run_1/closeup.png
Region (75, 33) to (100, 58) um. Cells in grey, sequential cells in the stronger grey; small squares are vias.
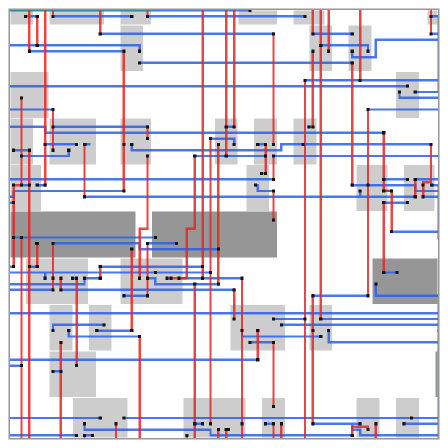
run_1/class_map.png
Scale: 3 px per um. Fill, decap, tap and diode cells in grey.
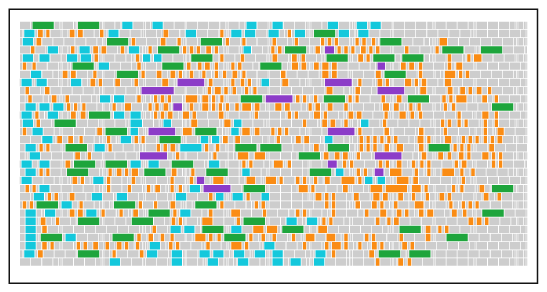
run_1/clock_wires.png
Scale: 4 px per um.
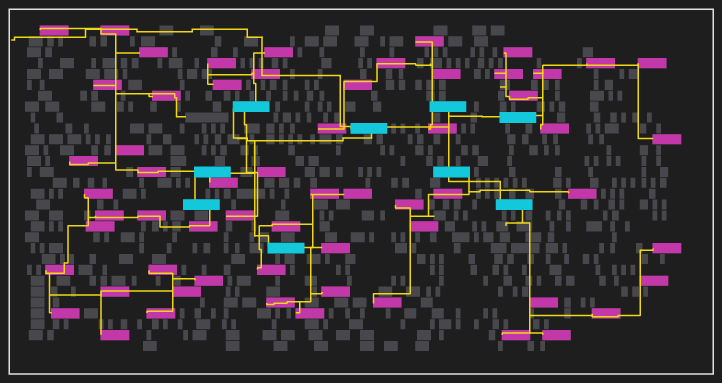
run_1/util_map.png
Scale: 2 px per um. 18 x 9 tiles, from black (low) to pale yellow (high), 0 to 100% covered.
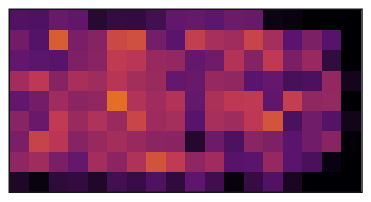
**src/rtl/run_controller.sv**
```systemverilog
// rtl/run_controller.sv - host command sequencer for program load, CPU run with watchdog, and data peek
module run_controller #(
    parameter int PMEM_AW        = 8,
    parameter int DMEM_AW        = 8,
    parameter int TIMEOUT_CYCLES = 65535
) (
    input  logic               CLK,
    input  logic               RESET,
    input  logic               CMD_VALID,
    output logic               CMD_READY,
    input  logic [1:0]         CMD_OP,
    input  logic [7:0]         CMD_ADDR,
    input  logic [15:0]        CMD_DATA,
    output logic               RSP_VALID,
    output logic [15:0]        RSP_DATA,
    output logic               RSP_ERR,
    output logic               CPU_START,
    input  logic               CPU_RDY,
    output logic               PMEM_WE,
    output logic [PMEM_AW-1:0] PMEM_ADDR,
    output logic [15:0]        PMEM_WDATA,
    output logic               DMEM_RE,
    output logic [DMEM_AW-1:0] DMEM_ADDR,
    input  logic [7:0]         DMEM_RDATA,
    output logic               CPU_RESET,
    output logic               BUSY
);
    typedef enum logic [2:0] {
        S_IDLE, S_LOAD, S_KICK, S_WAIT_LEAVE, S_WAIT_DONE, S_PEEK, S_PEEK_RSP, S_ABORT
    } state_t;

    localparam logic [1:0]  OP_LOAD = 2'b00;
    localparam logic [1:0]  OP_RUN  = 2'b01;
    localparam logic [1:0]  OP_PEEK = 2'b10;
    localparam logic [31:0] LP_TIMEOUT = TIMEOUT_CYCLES;

    state_t      r_state, w_next;
    logic [7:0]  r_addr;
    logic [15:0] r_data;
    logic [15:0] r_cnt;
    logic        r_rsp_valid;
    logic [15:0] r_rsp_data;
    logic        r_rsp_err;

    logic        w_accept;
    logic [15:0] w_cnt_inc;
    logic        w_timeout;
    logic        w_rsp_fire;
    logic [15:0] w_rsp_data;
    logic        w_rsp_err;

    assign w_accept  = CMD_VALID && (r_state == S_IDLE);
    assign w_cnt_inc = (r_cnt == 16'hFFFF) ? r_cnt : r_cnt + 16'd1;
    assign w_timeout = ({16'h0000, w_cnt_inc} >= LP_TIMEOUT);

    always_ff @(posedge CLK) begin
        if (RESET) begin
            r_state     <= S_IDLE;
            r_addr      <= '0;
            r_data      <= '0;
            r_cnt       <= '0;
            r_rsp_valid <= 1'b0;
            r_rsp_data  <= '0;
            r_rsp_err   <= 1'b0;
        end else begin
            r_state     <= w_next;
            r_rsp_valid <= w_rsp_fire;
            if (w_rsp_fire) begin
                r_rsp_data <= w_rsp_data;
                r_rsp_err  <= w_rsp_err;
            end
            if (w_accept) begin
                r_addr <= CMD_ADDR;
                r_data <= CMD_DATA;
            end
            if (w_accept && (CMD_OP == OP_RUN))
                r_cnt <= '0;
            else if ((r_state == S_WAIT_LEAVE) || (r_state == S_WAIT_DONE))
                r_cnt <= w_cnt_inc;
        end
    end

    // Completion wins over the watchdog in the cycle RDY returns; the reported count includes that cycle.
    always_comb begin
        w_next     = r_state;
        w_rsp_fire = 1'b0;
        w_rsp_data = r_rsp_data;
        w_rsp_err  = r_rsp_err;
        case (r_state)
            S_IDLE: begin
                if (CMD_VALID) begin
                    case (CMD_OP)
                        OP_LOAD: w_next = S_LOAD;
                        OP_RUN:  w_next = S_KICK;
                        OP_PEEK: w_next = S_PEEK;
                        default: begin
                            w_rsp_fire = 1'b1;
                            w_rsp_data = 16'h0000;
                            w_rsp_err  = 1'b0;
                        end
                    endcase
                end
            end
            S_LOAD: begin
                w_next     = S_IDLE;
                w_rsp_fire = 1'b1;
                w_rsp_data = r_data;
                w_rsp_err  = 1'b0;
            end
            S_KICK: if (CPU_RDY) w_next = S_WAIT_LEAVE;
            S_WAIT_LEAVE: begin
                if (w_timeout)     w_next = S_ABORT;
                else if (!CPU_RDY) w_next = S_WAIT_DONE;
            end
            S_WAIT_DONE: begin
                if (CPU_RDY) begin
                    w_next     = S_IDLE;
                    w_rsp_fire = 1'b1;
                    w_rsp_data = w_cnt_inc;
                    w_rsp_err  = 1'b0;
                end else if (w_timeout) begin
                    w_next = S_ABORT;
                end
            end
            S_PEEK: w_next = S_PEEK_RSP;
            S_PEEK_RSP: begin
                w_next     = S_IDLE;
                w_rsp_fire = 1'b1;
                w_rsp_data = {8'h00, DMEM_RDATA};
                w_rsp_err  = 1'b0;
            end
            S_ABORT: begin
                w_next     = S_IDLE;
                w_rsp_fire = 1'b1;
                w_rsp_data = r_cnt;
                w_rsp_err  = 1'b1;
            end
            default: w_next = S_IDLE;
        endcase
    end

    // Every output is forced low while RESET is high, whatever state is registered.
    always_comb begin
        CMD_READY  = !RESET && (r_state == S_IDLE);
        BUSY       = !RESET && (r_state != S_IDLE);
        PMEM_WE    = !RESET && (r_state == S_LOAD);
        DMEM_RE    = !RESET && (r_state == S_PEEK);
        CPU_START  = !RESET && (r_state == S_KICK);
        CPU_RESET  = !RESET && (r_state == S_ABORT);
        PMEM_ADDR  = PMEM_WE ? PMEM_AW'(r_addr) : '0;
        PMEM_WDATA = PMEM_WE ? r_data : 16'h0000;
        DMEM_ADDR  = DMEM_RE ? DMEM_AW'(r_addr) : '0;
        RSP_VALID  = !RESET && r_rsp_valid;
        RSP_DATA   = RESET ? 16'h0000 : r_rsp_data;
        RSP_ERR    = !RESET && r_rsp_err;
    end
endmodule

```
**config.mk**
```make
export PLATFORM = sky130hd
export DESIGN_NAME = run_controller
export DESIGN_NICKNAME = d
export VERILOG_FILES = /design/src/rtl/run_controller.sv
export SDC_FILE = /design/constraint.sdc
export NUM_CORES = 1
export LEC_CHECK = 0
export ABC_AREA = 1
export CELL_PAD_IN_SITES_DETAIL_PLACEMENT = 1
export CELL_PAD_IN_SITES_GLOBAL_PLACEMENT = 2
export CORE_ASPECT_RATIO = 0.5
export CORE_MARGIN = 3
export CORE_UTILIZATION = 25
export DETAILED_ROUTE_END_ITERATION = 7
export PLACE_DENSITY_LB_ADDON = 0.1
export SYNTH_ARGS = -nofsm -noshare
export SYNTH_HDL_FRONTEND = slang
export SYNTH_SLANG_ARGS = --single-unit
```
**constraint.sdc**
```tcl
create_clock -name CLK -period 2.85 [get_ports CLK]
set_input_delay 0.57 -clock CLK [delete_from_list [all_inputs] [get_ports CLK]]
set_output_delay 0.57 -clock CLK [all_outputs]
set_load 0.01 [all_outputs]
```
==> flow_results.org, run 1 <==
#+TITLE: Implementation results

** Job
- Number of maximum-capacitance constraint violations :: 0

** Power
- Leakage power total :: 2.07 nW
- The internal portion of the total power is approximately 2.2 mW.

** Setup path
- In this design, the stage delay of the slowest critical-path cell is approximately 0.56 ns.
- Of all nets on the critical path, the largest fanout is 17.
- STA puts the critical path data required time at approximately 2.3 ns.
- Master of the slowest instance on the critical path :: sky130_fd_sc_hd__clkdlybuf4s50_1
- Kind of start point of the critical path :: primary input
- Per STA, the worst path accumulates the most delay in the family buffers and inverters.
- The worst register-to-register path has a setup slack of 0.34 ns.
- By instance count, the cell type seen most on the critical path is sky130_fd_sc_hd__clkdlybuf4s50_1.
- Origin of the worst setup path :: RESET

** Cells and area
- The layout report gives the multi-input gate share of total cell area as 37.3%.
- The area taken by sequential standard cells is reported as 1220 sq um.
- In the final layout, the share of cells above drive strength 1 is 9.50%.
- Leaving out the clock tree, the finished layout contains a buffer count of about 110.
- Non-CTS inverters :: 97
- Leaving out fill and tap cells, the most frequent cells in the layout are sky130_fd_sc_hd__nor2_1, sky130_fd_sc_hd__nand2_1, sky130_fd_sc_hd__clkdlybuf4s50_1.
- NonClk Buf Share :: 21.3%

** Place
- Summing all placed instances gives a cell area of 4840 sq um.

** Floorplan
- The flow inserted 192 tap cells.
- Number of primary I/O pins :: 94

** GRT
- Leftover overflow at the end of global routing :: 0
- Entering global routing, the biggest net connects 37 pins.

** Logic synthesis
- Among all flip-flop cells after synthesis, the most frequent one is sky130_fd_sc_hd__dfxtp_1.
- Summing the areas of all and, or, nand and nor instances in the mapped netlist gives 32.6% of the synthesized area.
- Mux cell area share :: 0%
- The net count after synthesis is 616.
- Per the post-synthesis report, the number of cells in the design is 577.

** Run status
- The run finished with clean final reports.

** Drt
- Residual DRC :: 0
- Drt pass-1 iters :: 4

** STA
- Worst slew pin tran :: ~0.77 ns
- Number of setup violations in the final report :: 0

** Clocking
- The timing report gives the clock slew at the launch and capture registers of the worst setup and hold paths as 0.06 ns.
-- closeup.png (at the start) --
colour	layer
blue	M1
red	M2
green	M3
netlist names of flops here include	r_rsp_data (2), r_cnt (1)
cells with their middle in the window	29
sequential cells in the window	3
most frequent	nand2_1 (7), inv_1 (4)

-- class_map.png (at the start) --
colour	class	cells
orange	remaining logic cells	494
purple	clock drivers and dummy loads	16
green	registers	61
cyan	remaining buffers and delay cells	113
placement row count: 30
sequential cell area share: 23.7%
share of the core filled with cells: 37.3%
final instance area: 5150 sq um

-- clock_wires.png (at the start) --
[cyan] clock-net drivers | count: 9
[yellow] clock wires | length: 1100 um
[magenta] flip-flops | count: 61
flops lie	all over the die
Clock Power Share: 30.4%
worst-skew pair later-pin latency: 0.34 ns
clock tree skew after final layout: 0.0105 ns
clock distribution power: 1.15 mW

-- util_map.png (at the start) --
mean over tiles	31%
emptiest ninth of the die	bottom right
fullest tile	66%
nearly empty tiles	6.8%
initial core utilization: 26.0%
area of the core: 13800 sq um

## run 1: power groups by stage
stage | registers [mW] | clock network [mW] | logic (mW)
5_1_grt | 1.25 | 1.22 | 1.60
4_1_cts | 1.22 | 1.18 | 1.42
2_1_floorplan | 1.19 | 0 | 0.856
3_5_place_dp | 1.23 | 0 | 1.42
6_report | 1.22 | 1.15 | 1.41
3_3_place_gp | 1.23 | 0 | 1.40
## run 1: logic make-up after synthesis
logic type / Yosys count
simple gates: 271
compound gates: 123
buf+inv: 119
flops: 61
xor+xnor: 2
fa+ha+maj: 1
## run 1: registers in the layout, indices dropped and copies added (netlist names)
register	count
r_rsp_data	16
r_rsp_valid	1
r_data	16
r_cnt	16
r_addr	8
r_state	3
r_rsp_err	1
==> run 1 -> run 2 <==
--- a/config.mk
+++ b/config.mk
@@ -8,2 +8,3 @@
 export ABC_AREA = 1
+export CAP_MARGIN = 20
 export CELL_PAD_IN_SITES_DETAIL_PLACEMENT = 1
--- a/constraint.sdc
+++ b/constraint.sdc
@@ -3,2 +3,2 @@
 set_output_delay 0.57 -clock CLK [all_outputs]
-set_load 0.01 [all_outputs]
+set_load 0.05 [all_outputs]
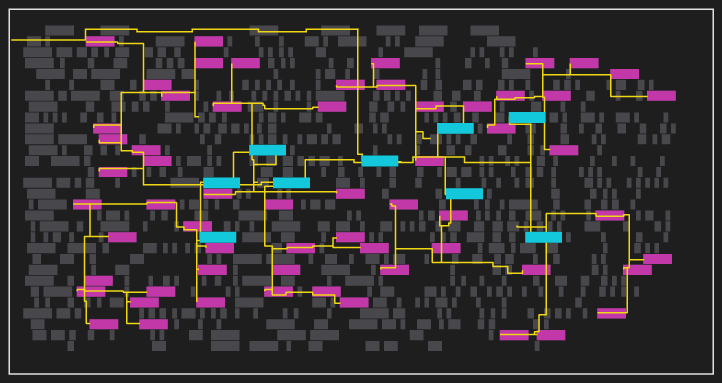
run_2/clock_wires.png
Scale: 4 px per um.
[cyan] clock-net drivers | count: 9
[magenta] flip-flops | count: 61
[yellow] clock wires | length: 1120 um
routed clock nets	10
flops lie	all over the die
Clock Power Share: 26.9%
clock tree skew after final layout: 0.0113 ns
clock distribution power: 1.06 mW

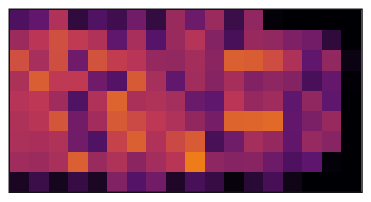
run_2/util_map.png
Scale: 2 px per um. 18 x 9 tiles, from black (low) to pale yellow (high), 0 to 100% covered.
mean over tiles	34%
fullest tile	70%
nearly empty tiles	9.3%
emptiest ninth of the die	bottom right
share of the core filled with cells: 41.3%

==> run 2 against run 1 <==
Compared with the run above: combinational power is 18% higher; largest cell class unchanged; critical path depth up 4; setup slack gained 0.099 ns; first-iteration DRC count grew 25%; maximum frequency up 3.7%; die size unchanged; core utilization is 4.0 points higher; cell count is 0.23% lower; sequential share of layout area decreased by 2.3 points; final area increased by 11%.
==> flow_results.org, run 2 <==
#+TITLE: Implementation results

** Power
- Switching share of power :: 43.5%
- Switching power summed over all nets :: approximately 1.7 mW
- The power report attributes to the sequential group a share of 30.8%.
- Int Pwr :: 2.22 mW (+0.32%)
- The design draws 3.93 mW.
- The leakage power was 2.32 nW (+12%).

** Job
- Number of maximum-capacitance constraint violations :: 0 (unchanged)

** Floorplan
- Placement row count :: 30 (unchanged)
- The well-tap cell count came to 192 (unchanged).
- The floorplan-stage core utilization was 26.0% (unchanged).
- The total I/O pin count was 94 (unchanged).
- The area of the core region came to 13800 sq um (unchanged).

** Run status
- Status :: complete, no violations

** GRT
- Largest net degree at the start of global routing :: 39 (+5.4%)
- The total grt overflow was 0 (unchanged).

** Cells and area
- Top cells excl fill/tap :: sky130_fd_sc_hd__nor2_1, sky130_fd_sc_hd__nand2_1, sky130_fd_sc_hd__inv_1
- Proportion of cell area spent on the clock network :: 4.91%
- Largest registers :: r_cnt (16), r_data (16), r_rsp_data (16)
- NonClk Buf Share :: 28.9% (+7.6 points)
- Reg area :: 1220 sq um (unchanged)
- Fraction of final layout cells sized beyond drive strength 1 :: 18.5% (+9.0 points)
- Number of filler cells placed in the layout :: 1737
- Non-Clock Buffer Count :: 111 (-1.8%)
- Non-CTS inverters :: 97 (unchanged)
- The final non-filler cell area is 5710 sq um (+11%).

** STA
- Worst slew pin tran :: 0.683 ns (-0.0832 ns)
- Portion of the clock cycle consumed by the worst path in the final layout :: 93.6%
- Setup repair after global routing missed its margin :: false
- For the final routed database, the setup TNS stands at 0 ns.
- The setup-violating endpoint count in the final report came to 0 (unchanged).

** Clocking
- Clock-pin transition on the worst setup and hold timing paths :: 0.06 ns (about the same)
- Worst-skew pair later-pin latency :: 0.34 ns (about the same)
- TritonCTS built the clock tree.

** Setup path
- The critical path's slowest stage uses the library cell sky130_fd_sc_hd__dfxtp_1.
- The worst setup path is launched from a register.
- Maximum fanout along the worst path :: 14 (-3)
- R2r setup slk :: 0.43 ns (+0.09 ns)
- The largest stage delay on the critical path was 0.34 ns (-0.22 ns).
- Critical Path RT :: 2.28 ns (about the same)
- Critical Path End :: PMEM_ADDR[1]
- Top Family by Delay on Critical Path :: buffers and inverters
- Origin of the worst setup path :: r_state[1]$_SDFFE_PP0P_

** Logic synthesis
- The synthesized instance count was 577 (unchanged).
- The fraction of synthesized area in multiplexers is 0% (unchanged).
- Top FF cell, synth :: sky130_fd_sc_hd__dfxtp_1
- The share of synthesized cell area in and, or, nand and nor gates was 32.6% (unchanged).

** Place
- Detailed Place HPWL :: between 10 and 15 mm
- Post-placement cell area :: 5400 sq um (+12%)

** Drt
- In the final routing, the length of wire on met1 measures roughly 7.4 mm.
- Residual DRC :: 0 (unchanged)
- Drt pass-1 iters :: 4 (unchanged)
- Ratio of routed vias to standard cells :: ~4.6
## run 2: per-layer routing
metal  global-route usage, %  vias up
li1                        -     2041
met2                    25.9       83
met3                    6.84        5
met1                    27.4     1897
met4                    3.16        0
met5                       0        -
## run 2: power by group through the flow
stage               clock network (mW)  registers [mW]  logic [mW]
floorplan                            0            1.19       0.983
global placement                     0            1.23        1.64
detailed placement                   0            1.23        1.64
CTS                               1.08            1.21        1.65
global route                      1.13            1.24        1.85
finish                            1.06            1.21        1.66
## run 2: timing repair
item	4_1_cts	5_1_grt
resized	0	2
endpoints found under the setup margin	0	14
setup buffers	0	1
Power figures rest on the tool's default switching activity, not on a simulated workload.
